Run 1, M1 wires:
(4 px per micron) Supply wires on this layer in gray.
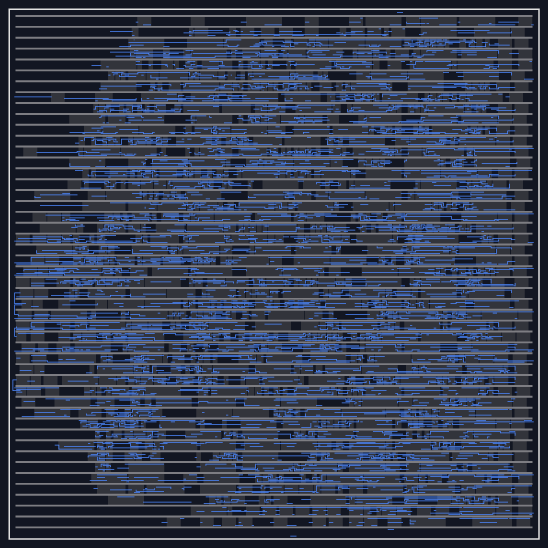
Run 1, metal 2:
(4 px per micron)
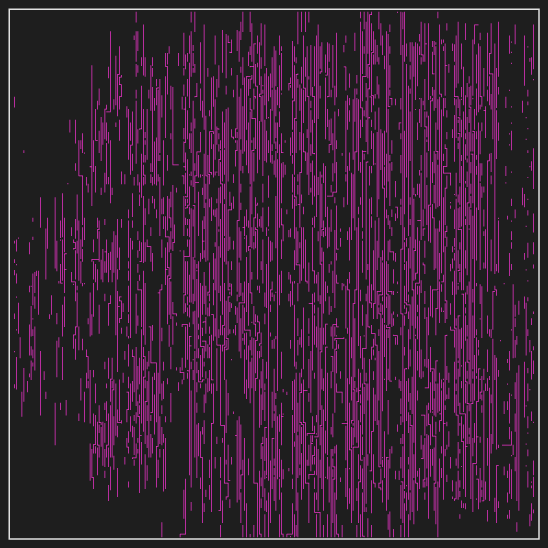
Run 1, metal 3:
(4 px per micron)
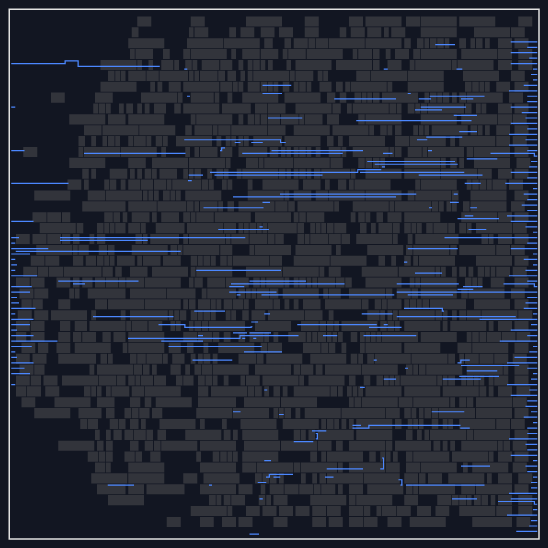
==> config.mk <==
export PLATFORM = sky130hd
export DESIGN_NAME = puf_key_builder
export DESIGN_NICKNAME = d
export VERILOG_FILES = /design/src/rtl/puf_pkg.sv /design/src/rtl/puf_vote_bank.sv /design/src/rtl/puf_key_builder.sv
export SDC_FILE = /design/constraint.sdc
export NUM_CORES = 1
export LEC_CHECK = 0
export ABC_CLOCK_PERIOD_IN_PS = 23700
export CAP_MARGIN = 10
export CORE_UTILIZATION = 57
export CTS_BUF_LIST = sky130_fd_sc_hd__clkbuf_16
export CTS_CLUSTER_DIAMETER = 60
export CTS_CLUSTER_SIZE = 30
export DETAILED_ROUTE_END_ITERATION = 10
export GPL_TIMING_DRIVEN = 0
export PLACE_DENSITY = 0.86
export SYNTH_ARGS = -nofsm -noshare
export SYNTH_HDL_FRONTEND = slang
export SYNTH_SLANG_ARGS = --single-unit
==> constraint.sdc <==
create_clock -name clk -period 23.7 [get_ports clk]
set_input_delay 5.925 -clock clk [delete_from_list [all_inputs] [get_ports clk]]
set_output_delay 5.925 -clock clk [all_outputs]
set_load 0.1 [all_outputs]
==> deck_impl_summary.md, run 1 <==
Physical Implementation Snapshot

Power and ir drop
  – Top power group: combinational cells
  – Sequential power share: 30.8%
  – Worst vdd ir: 0.130 mV
  – Seq power: 452 uW
  – PwrDens: 119 mW/mm^2

Setup path
  – Crit-path max cell delay: 1120 ps
  – Worst EP arrival: 2260 ps
  – Crit-path leading delay family: buffers and inverters
  – CP Launch Type: flop
  – Reg2Reg Setup Slack: 18,660 ps
  – Crit-path cells: buf_4, clkdlybuf4s50_1

Floorplan
  – Die H: 132 microns
  – Die width: 132 microns

Logic synthesis
  – Simple-gate share of the synthesized area: 13.8%
  – XOR/XNOR Area Share: 3.63%
  – Ao+oa area frac: 14.1%
  – FF+latch count, synth: 215
  – Top-area cell share: 54.5%

Global routing
  – Top Usage Layer GRT: met2
  – Pin count of the biggest net entering global routing: 134
  – GRT Overall Usage: 29.4%
  – First-pass GRT wire length: 39,800 microns

Status
  – Status: finished, final reports clean

Final layout
  – Seq cells: 215
  – Core Util, Final: 74.3%
  – Buffering overhead: 16.5%
  – Comb area share: 31.9%

Final timing
  – Hold Slack: 488 ps
  – Worst Skew: 22.3 ps

Route
  – Wire per inst: 18.2 microns
  – Drt initial violations: 646
  – Vias per cell: 5.72

CTS
  – Total CTS buffers: 15
-- 'M1 wires' (at the start) --
The layer holds 41% of the routed length. The wires run mostly horizontal. The layer carries 10,300 microns of wire.
Vias: 7,927
met1 GRT Util: 39.2%
DRT Wirelength: 25,200 microns

-- 'metal 2' (at the start) --
The longest straight run is 61.8 microns. The layer carries 12,500 microns of wire. The layer holds 50% of the routed length. 1,069 nets have wire on it. The wires run mostly vertical.
met2 global-route usage: 50.1%

-- 'metal 3' (at the start) --
The layer holds 7.0% of the routed length. 206 nets have wire on it. The longest straight run is 46.0 microns. The wires run mostly horizontal. The layer carries 1,780 microns of wire.
GR Util met3: 3.73%

Run 1, met4 routing:
(3 px per micron) Supply wires on this layer in gray.
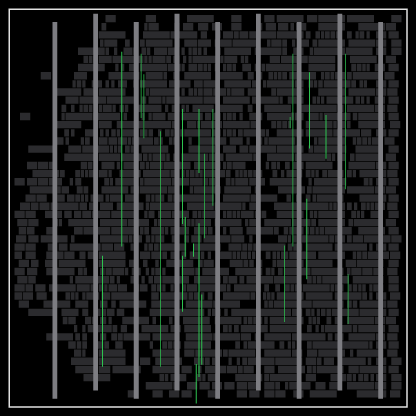

==> run 2: changes to the inputs <==
- ABC_CLOCK_PERIOD_IN_PS: 23700 -> 7900
- CORE_UTILIZATION: 57 -> 53
- PLACE_DENSITY: 0.86 -> 0.81
- clock period: 23.7 -> 7.9 ns (I/O delays scaled with it)
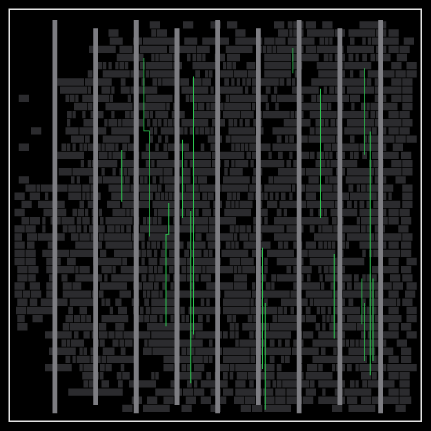
Run 2: met4 routing
(3 px per micron) Supply wires on this layer in gray.
The layer holds 2.5% of the routed length. 12 nets have wire on it. The layer carries 613 microns of wire.
Vias: 7,643
DRT Wirelength: 24,200 microns

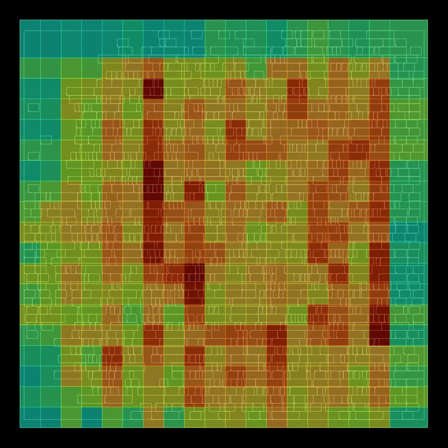
Run 2: routing congestion map
met1 GRT Util: 38.4%
Top Usage Layer GRT: met2
met2 global-route usage: 44.5%
GRT Overall Usage: 27.0%
wire per inst: 17.4 microns

==> deck_impl_summary.md, run 2 <==
Physical Implementation Snapshot

Status
  – Status: finished, final reports clean (unchanged)

Power and ir drop
  – Worst vdd ir: 0.320 mV (was 0.130 mV)
  – Top power group: combinational cells (unchanged)
  – Sequential power share: 31.7% (was 30.8%)
  – PwrDens: 350 mW/mm^2 (was 119 mW/mm^2)

Final layout
  – Core Util, Final: 69.5% (was 74.3%)
  – Buffering overhead: 16.6% (was 16.5%)
  – Seq cells: 215 (unchanged)
  – Comb area share: 32.1% (was 31.9%)

Setup path
  – Worst EP arrival: 5370 ps (was 2260 ps)
  – CP Launch Type: flop (unchanged)
  – Reg2Reg Setup Slack: 2870 ps (was 18,660 ps)
  – Crit-path cells: xnor2_1, nand2b_1, fa_1, inv_1, fa_1, inv_1, fa_1, fa_1, fa_1, fa_1, a21o_1, a21boi_0, nor2_1, o21ai_0, nand2_1 (was buf_4, clkdlybuf4s50_1)
  – Crit-path max cell delay: 530 ps (was 1120 ps)

Logic synthesis
  – Top-area cell share: 54.5% (unchanged)
  – Simple-gate share of the synthesized area: 13.8% (unchanged)
  – FF+latch count, synth: 215 (unchanged)
  – XOR/XNOR Area Share: 3.63% (unchanged)

Global routing
  – Pin count of the biggest net entering global routing: 131 (was 134)
  – GR Util met3: 2.74% (was 3.73%)
  – First-pass GRT wire length: 38,900 microns (was 39,800 microns)

Route
  – Vias per cell: 5.49 (was 5.72)

Final timing
  – Worst Skew: 40.5 ps (was 22.3 ps)
  – Hold Slack: 487 ps (was 488 ps)

Floorplan
  – Die width: 137 microns (was 132 microns)
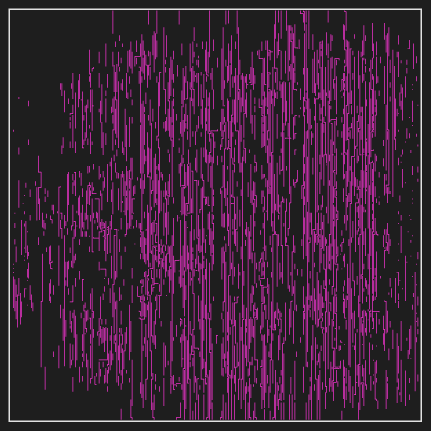
Run 2: metal 2
(3 px per micron)
The wires run mostly vertical. The longest straight run is 60.7 microns. The layer holds 48% of the routed length. 1,030 nets have wire on it. The layer carries 11,600 microns of wire.

Power is estimated from default activity; no workload was simulated.
